[src/rtl/spi_master_gen.sv]
// spi_master_gen: runtime-configurable SPI master with generic word width,
// CPOL/CPHA, clock divider, bit order, multiple selects and held bursts.
module spi_master_gen #(
   parameter  int unsigned DATA_W = 8,
   parameter  int unsigned NUM_CS = 4,
   parameter  int unsigned DIV_W  = 8,
   localparam int unsigned CS_W   = (NUM_CS > 1) ? $clog2(NUM_CS) : 1
) (
   input  logic              clk,
   input  logic              rst,
   input  logic              start,
   input  logic [DATA_W-1:0] data_tx,
   input  logic [CS_W-1:0]   cs_sel,
   input  logic              hold,
   input  logic              release_req,
   input  logic              cpol,
   input  logic              cpha,
   input  logic              lsb_first,
   input  logic [DIV_W-1:0]  clk_div,
   input  logic              miso,
   output logic              sck,
   output logic              mosi,
   output logic [NUM_CS-1:0] cs_n,
   output logic [DATA_W-1:0] data_rx,
   output logic              rx_valid,
   output logic              busy,
   output logic              ready
);
   localparam int unsigned       ECNT_W    = $clog2(2 * DATA_W) + 1;
   localparam logic [ECNT_W-1:0] LAST_EDGE = ECNT_W'(2 * DATA_W);

   typedef enum logic [2:0] {IDLE, SETUP, SHIFT, HELD, CS_END} state_t;

   state_t              state, state_d;
   logic                sck_d, mosi_d, rx_valid_d;
   logic [NUM_CS-1:0]   cs_n_d;
   logic [DATA_W-1:0]   data_rx_d;
   logic                cpol_q, cpol_d, cpha_q, cpha_d, lsb_q, lsb_d, hold_q, hold_d;
   logic [DIV_W-1:0]    div_q, div_d, hcnt, hcnt_d;
   logic [CS_W-1:0]     sel_q, sel_d;
   logic [ECNT_W-1:0]   ecnt, ecnt_d, edge_k;
   logic [DATA_W-1:0]   tx_sr, tx_d, rx_sr, rx_d;
   logic                accept, tick, do_edge;

   function automatic logic first_bit(input logic [DATA_W-1:0] w, input logic lsb);
      return lsb ? w[0] : w[DATA_W-1];
   endfunction

   function automatic logic [DATA_W-1:0] shift_out(input logic [DATA_W-1:0] w, input logic lsb);
      return lsb ? {1'b0, w[DATA_W-1:1]} : {w[DATA_W-2:0], 1'b0};
   endfunction

   function automatic logic [DATA_W-1:0] shift_in(input logic [DATA_W-1:0] w, input logic lsb,
                                                  input logic b);
      return lsb ? {b, w[DATA_W-1:1]} : {w[DATA_W-2:0], b};
   endfunction

   // Status decodes straight from the state register.
   always_comb begin
      busy  = (state != IDLE);
      ready = (state == IDLE) || ((state == HELD) && (cs_sel == sel_q));
   end

   // Next-state and next-output logic; every register defaults to holding.
   always_comb begin
      state_d    = state;
      sck_d      = sck;
      mosi_d     = mosi;
      cs_n_d     = cs_n;
      data_rx_d  = data_rx;
      rx_valid_d = 1'b0;
      cpol_d     = cpol_q;
      cpha_d     = cpha_q;
      lsb_d      = lsb_q;
      hold_d     = hold_q;
      div_d      = div_q;
      sel_d      = sel_q;
      hcnt_d     = hcnt;
      ecnt_d     = ecnt;
      tx_d       = tx_sr;
      rx_d       = rx_sr;
      accept     = 1'b0;
      tick       = (hcnt == div_q);
      do_edge    = 1'b0;
      edge_k     = ecnt + ECNT_W'(1);

      case (state)
         IDLE: begin
            sck_d = cpol;
            if (start) begin
               accept  = 1'b1;
               cpol_d  = cpol;
               cpha_d  = cpha;
               lsb_d   = lsb_first;
               div_d   = clk_div;
               sel_d   = cs_sel;
               for (int unsigned i = 0; i < NUM_CS; i++) begin
                  cs_n_d[i] = (cs_sel != CS_W'(i));
               end
               state_d = SETUP;
            end
         end
         SETUP: begin
            hcnt_d = hcnt + DIV_W'(1);
            if (tick) begin
               hcnt_d  = '0;
               do_edge = 1'b1;
               state_d = SHIFT;
            end
         end
         SHIFT: begin
            hcnt_d = hcnt + DIV_W'(1);
            if (tick) begin
               hcnt_d = '0;
               if (ecnt == LAST_EDGE) begin
                  ecnt_d     = '0;
                  data_rx_d  = rx_sr;
                  rx_valid_d = 1'b1;
                  state_d    = hold_q ? HELD : CS_END;
               end else begin
                  do_edge = 1'b1;
               end
            end
         end
         HELD: begin
            sck_d = cpol_q;
            if (start && (cs_sel == sel_q)) begin
               accept  = 1'b1;
               state_d = SETUP;
            end else if (release_req) begin
               state_d = CS_END;
            end
         end
         CS_END: begin
            hcnt_d = hcnt + DIV_W'(1);
            if (tick) begin
               hcnt_d  = '0;
               cs_n_d  = '1;
               state_d = IDLE;
            end
         end
         default: state_d = IDLE;
      endcase

      // Word load, shared by the IDLE and HELD accept paths.
      if (accept) begin
         hold_d = hold;
         hcnt_d = '0;
         ecnt_d = '0;
         rx_d   = '0;
         tx_d   = data_tx;
         if (!cpha_d) begin
            mosi_d = first_bit(data_tx, lsb_d);
            tx_d   = shift_out(data_tx, lsb_d);
         end
      end

      // One sck edge: odd edges lead; sample on leading when cpha=0, trailing when cpha=1.
      if (do_edge) begin
         ecnt_d = edge_k;
         sck_d  = ~sck;
         if (edge_k[0] ^ cpha_q) begin
            rx_d = shift_in(rx_sr, lsb_q, miso);
         end else if (edge_k != LAST_EDGE) begin
            mosi_d = first_bit(tx_sr, lsb_q);
            tx_d   = shift_out(tx_sr, lsb_q);
         end
      end
   end

   // State and datapath registers with synchronous reset.
   always_ff @(posedge clk) begin
      if (rst) begin
         state    <= IDLE;
         sck      <= 1'b0;
         mosi     <= 1'b0;
         cs_n     <= '1;
         data_rx  <= '0;
         rx_valid <= 1'b0;
         cpol_q   <= 1'b0;
         cpha_q   <= 1'b0;
         lsb_q    <= 1'b0;
         hold_q   <= 1'b0;
         div_q    <= '0;
         sel_q    <= '0;
         hcnt     <= '0;
         ecnt     <= '0;
         tx_sr    <= '0;
         rx_sr    <= '0;
      end else begin
         state    <= state_d;
         sck      <= sck_d;
         mosi     <= mosi_d;
         cs_n     <= cs_n_d;
         data_rx  <= data_rx_d;
         rx_valid <= rx_valid_d;
         cpol_q   <= cpol_d;
         cpha_q   <= cpha_d;
         lsb_q    <= lsb_d;
         hold_q   <= hold_d;
         div_q    <= div_d;
         sel_q    <= sel_d;
         hcnt     <= hcnt_d;
         ecnt     <= ecnt_d;
         tx_sr    <= tx_d;
         rx_sr    <= rx_d;
      end
   end
endmodule

[config.mk]
export PLATFORM = sky130hd
export DESIGN_NAME = spi_master_gen
export DESIGN_NICKNAME = d
export VERILOG_FILES = /design/src/rtl/spi_master_gen.sv
export SDC_FILE = /design/constraint.sdc
export NUM_CORES = 1
export LEC_CHECK = 0
export CORE_ASPECT_RATIO = 0.6
export CORE_MARGIN = 10
export CORE_UTILIZATION = 50
export DETAILED_ROUTE_END_ITERATION = 12
export HOLD_SLACK_MARGIN = 0.06
export PLACE_DENSITY = 0.81
export SLEW_MARGIN = 40
export SYNTH_ARGS = -nofsm -noshare
export SYNTH_HDL_FRONTEND = slang
export SYNTH_SLANG_ARGS = --single-unit
[constraint.sdc]
create_clock -name clk -period 2.3 [get_ports clk]
set_input_delay 0.46 -clock clk [delete_from_list [all_inputs] [get_ports clk]]
set_output_delay 0.46 -clock clk [all_outputs]
set_load 0.01 [all_outputs]
Run 1, cell area per tile:
Drawn at 3 px/um. The die is cut into 13 by 8 equal tiles; dark blue is low, red is high, 0 to 100% covered.
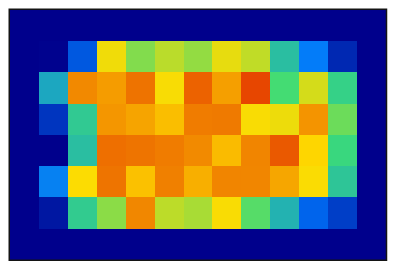
The fullest tile reaches 92%. 39% of the tiles are nearly empty. 27% of the tiles are over 75% full. The mean over all tiles is 40%.

Run 1, the metal 3 layer:
Drawn at 4 px/um. Cells faint in the background.
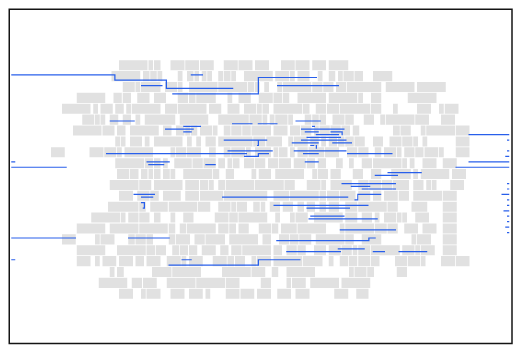
The layer carries 651 um of wire. 63 nets have wire on it.

Run 1, port wiring:
Drawn at 2 px/um.
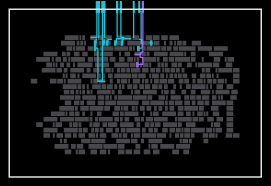
Key: clk_div = cyan [bits 8, direction input, end cells 8, buffers 8, wire 194 um]; hold = purple [bits 1, direction input, end cells 1, buffers 1, wire 36.3 um]

==> Slide: Implementation Results, run 1 <==
Flow Results at a Glance

Final layout
  • Top class by area: multi-input combinational cells
  • Final Util: around two thirds
  • Number of signal-net inverters in the final layout: 7
  • Flop share of the area: 28.77%
  • Number of multi-input logic gates: between 200 and 300
  • Non-clock buffers: 81
  • Relative area of clock buffers and inverters in the final design: under 10%
  • Proportion of layout cells with a drive suffix above 1: between 10% and 20%
  • Most common library cell in the layout ignoring fill and taps: dfxtp_1
  • Final cell count without fillers: about 540
  • Non-clock buffers, area share: 17.09%
  • Design Area, Final: around 4300 sq um
  • Layout-stage area growth over the synthesis result: 27.88%

Synthesis
  • Area share of the largest cell type after synthesis: between 30 and 40%
  • Fraction of registers with async set or reset after synthesis: 0%
  • Number of cells in Yosys stat: approximately 380
  • Seq share, synth: about 37%
  • Basic Gates by Area: between 20% and 30%
  • Ys Warns: 0
  • Most used DFF post-synth: dfxtp_1
  • Cell count after synthesis: approximately 380
  • Flip-flop and latch count after synthesis: about 61
  • Cell types with the highest counts after synthesis: dfxtp_1, nor2_1, nand2_1
  • Post-synth EDFFs: 0
  • Largest cells by area after synthesis: dfxtp_1, mux2i_1, nor2_1
  • Leading cell type by number of instances after synthesis: dfxtp_1
  • Post-synth net total: ~410
  • Avg Inst Size Synth: just under 9 sq um
  • YS chip area: approximately 3300 sq um

Die
  • Well-Tap Cells: 84
  • Number of standard-cell rows in the floorplan: 22
  • Effective utilization at floorplan: a little over half
  • Core ar.: around 6300 sq um
  • Area of the chip: around 10000 sq um

Run status
  • Result of the run: completed

Clock tree
  • CTS tree: yes
  • Maximum count of clock buffers along a single path: 2
  • Cts-stage hold buffer count: 0
  • Total clock buffers created by CTS: 9
  • Clock latency on the worst-skew pair: about 0.36 ns
  • Clock sink count: between 60 and 70

Routing
  • Drt pass-1 iters: 5
  • Total number of vias: roughly 3200
  • Routed metal-1 wirelength: 4.323 mm
  • Top layer in use: met4
  • DRC errors left: 0
  • Mean number of vias per cell: roughly 5.9
  • Post-Route WL: about 8.9 mm
  • Met3 wirelength from detailed routing: about 650 um
  • Wire length per cell: between 15 and 20 um

Final timing
  • Final setup violating endpoints: 0
  • Final setup TNS: 0 ns
  • Post-route fraction of the period consumed by the critical path: roughly 96%
  • Fmax: 454.1 MHz
  • Hold WS: 0.4733 ns
  • Min cycle time layout: 2.202 ns
  • Final worst clock skew: 0.008732 ns
  • Setup repair after global routing missed its margin: no
  • Setup slack after layout: about 0.098 ns
  • Pin slew with the least headroom to its limit: roughly 0.63 ns
  • Hold Vio Cnt, Final: 0

Hold path
  • Tightest Hold Check Type: flop to flop

Place
  • PortBufs: about 43
  • Count of placed standard cells including taps: around 520
  • Final weighted congestion in routability-driven placement: between 0.8 and 0.9
  • Placed cell area: 4038 sq um
  • Setup Slack @ Placement: -0.2590 ns

Critical path
  • End of the worst register-to-register path: tx_sr[2]
  • FF-to-FF path depth: 6
  • Crit path kind: input port to output port
  • CP delay by family, top: buffers and inverters
  • Crit path from: cs_sel[0]
  • Critical path, cell by cell: clkdlybuf4s50_1 -> xnor2_1 -> a31oi_1 -> nor2_1 -> dlygate4sd2_1
  • CP arrival: approximately 1.7 ns
  • Max stage delay cell, worst path: clkdlybuf4s50_1

Global routing
  • Wire length of the first global-routing pass: roughly 15 mm
  • Pin count of the biggest net entering global routing: 25
  • GRT Overall Usage: 16.54%
  • Number of antenna violations at the first check in global routing: 0

Pwr
  • Static leakage: 1.637 nW
  • Peak supply drop: around 0.39 mV
  • Areal power density over the cells: about 990 nW/um^2

Job
  • Tool warnings: 27
-- run 1: how the worst min path moves through the flow --
stage                  start       end  slack, ns
floorplan             cpol_q    cpol_q       0.44
global placement      cpol_q    cpol_q       0.45
detailed placement    cpol_q    cpol_q       0.46
CTS                   cpol_q    cpol_q       0.47
global route        div_q[2]  div_q[2]       0.50
finish              div_q[3]  div_q[3]       0.47
-- run 1: report_power, final --
group	total [mW]	leakage (nW)	switching [mW]	internal (mW)
Sequential	1.37	0.497	0.155	1.21
Clock	0.964	0.0918	0.461	0.502
Combinational	1.87	1.05	1.02	0.852
-- run 1: layer usage --
layer / track usage, % / up-vias
li1: - / 1539
met1: 23.08 / 1505
met2: 23.60 / 134
met3: 5.838 / 9
met4: 3.623 / 0
met5: 0 / -
==> run 1 -> run 2 <==
--- a/config.mk
+++ b/config.mk
@@ -6,7 +6,6 @@
 export NUM_CORES = 1
 export LEC_CHECK = 0
 export CORE_ASPECT_RATIO = 0.6
-export CORE_MARGIN = 10
 export CORE_UTILIZATION = 50
 export DETAILED_ROUTE_END_ITERATION = 12
 export HOLD_SLACK_MARGIN = 0.06
@@ -15,3 +14,4 @@
 export SYNTH_ARGS = -nofsm -noshare
 export SYNTH_HDL_FRONTEND = slang
 export SYNTH_SLANG_ARGS = --single-unit
+export TNS_END_PERCENT = 100
==> run 2 against run 1 <==
Net effect: clock skew is 0.0031 ns higher; critical path type unchanged; highest routed layer unchanged; critical endpoint unchanged; critical path depth unchanged; final area down 0.88%; flip-flop count is the same; setup slack gained 0.0040 ns; area after synthesis is the same; die area down 33%; global-route usage rose by 11 points; first-iteration DRC count fell by 21%; largest cell class unchanged; total power is 2.6% lower; register-to-register slack better by 0.03 ns.
==> Slide: Implementation Results, run 2 <==
Flow Results at a Glance

Global routing
  • Met3 usage: 8.036% (+2.2 points)
  • Number of antenna violations at the first check in global routing: 0 (unchanged)
  • Wire length of the first global-routing pass: 14.25 mm (-2.2%)

Pwr
  • Areal power density over the cells: 972.0 nW/um^2 (-1.7%)
  • Group drawing the most power: combinational cells
  • Sw power: 1.605 mW (-2.0%)
  • Sequential share of power: 33.8% (+1.2 points)
  • Peak supply drop: 0.4703 mV (+21%)
  • Total internal power: 2.492 mW (-3.0%)
  • Comb power: 1.89 mW (about the same)

Run status
  • Result of the run: completed

Critical path
  • Crit path kind: input port to output port
  • CP delay by family, top: buffers and inverters

Clock tree
  • Clock sink count: 61 (unchanged)
  • Maximum count of clock buffers along a single path: 2 (unchanged)
  • Total clock buffers created by CTS: 9 (unchanged)
  • CTS tree: yes

Final layout
  • Flop share of the area: 29.09% (+0.32 points)
  • Final cell count without fillers: 537 (-0.37%)
  • Number of multi-input logic gates: 290 (unchanged)
  • Relative area of clock buffers and inverters in the final design: 3.770% (-0.91 points)
  • Non-clock buffers, area share: 17.16% (+0.063 points)

Synthesis
  • Fraction of registers with async set or reset after synthesis: 0% (unchanged)
  • Leading cell type by number of instances after synthesis: dfxtp_1
  • Seq share, synth: 36.72% (unchanged)
  • YS chip area: 3326 sq um (unchanged)
  • Post-synth EDFFs: 0 (unchanged)
  • Area share of the largest cell type after synthesis: 36.72% (unchanged)
  • Cell count after synthesis: 383 (unchanged)
  • Most used DFF post-synth: dfxtp_1

Final timing
  • Min cycle time layout: 2.198 ns (-0.003981 ns)
  • Post-route fraction of the period consumed by the critical path: 95.58% (-0.17 points)
  • Hold WS: 0.4665 ns (-0.006856 ns)

Routing
  • Wire length per cell: 16.42 um (-0.46%)
  • Mean number of vias per cell: 5.847 (-1.1%)
  • Post-Route WL: 8.820 mm (-0.83%)
  • Total number of vias: 3140 (-1.5%)
  • Met3 wirelength from detailed routing: 592 um (-9.1%)

Place
  • Count of placed standard cells including taps: 522 (-0.19%)
  • Placed cell area: 4030 sq um (-0.19%)
  • Final weighted congestion in routability-driven placement: 0.8483 (-2.4%)

Hold path
  • Tightest Hold Check Type: flop to flop

Job
  • Tool warnings: 27 (unchanged)

Die
  • Number of standard-cell rows in the floorplan: 22 (unchanged)
run 2: final timing paths:
path	startpoint	endpoint	slack, ns
worst min register to register	cpol_q	cpol_q	0.47
worst max-delay path	cs_sel[1]	ready	0.10
worst min-delay path	cpol_q	cpol_q	0.47
worst max register to register	ecnt[0]	tx_sr[5]	0.17
run 2: repair_timing:
| item | 4_1_cts | 5_1_grt |
|---|---|---|
| buffers inserted | 0 | 0 |
| endpoints found under the setup margin | 1 | 18 |
| pin swaps | 0 | 0 |
| resized | 2 | 10 |
run 2: through the flow:
step	total power, mW	TNS (ns)
after global placement	3.154	-1.560
after global routing	4.324	0
after CTS	4.042	0
final	4.097	0
after detailed placement	3.213	-2.086
after floorplan	2.502	0
Run 2, clock wires, drivers and flops:
Drawn at 4 px/um.
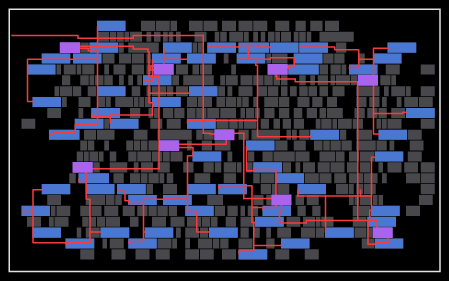
Key: cells driving clock nets = purple [count 9]; clock wires = red [length 855 um]; flip-flops = blue [count 61]
Position of the flops: all over the die. There are 10 routed clock nets.

Run 2, cell area per tile:
Drawn at 4 px/um. The die is cut into 11 by 7 equal tiles; dark blue is low, red is high, 0 to 100% covered.
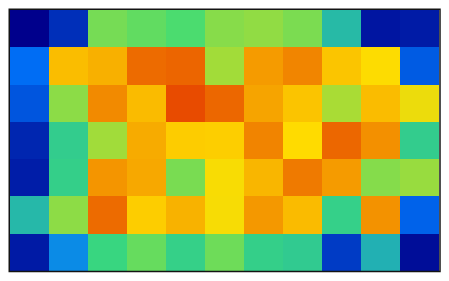
42% of the tiles are over 75% full. The mean over all tiles is 59%. 1.3% of the tiles are nearly empty.

Power is estimated from default activity; no workload was simulated.
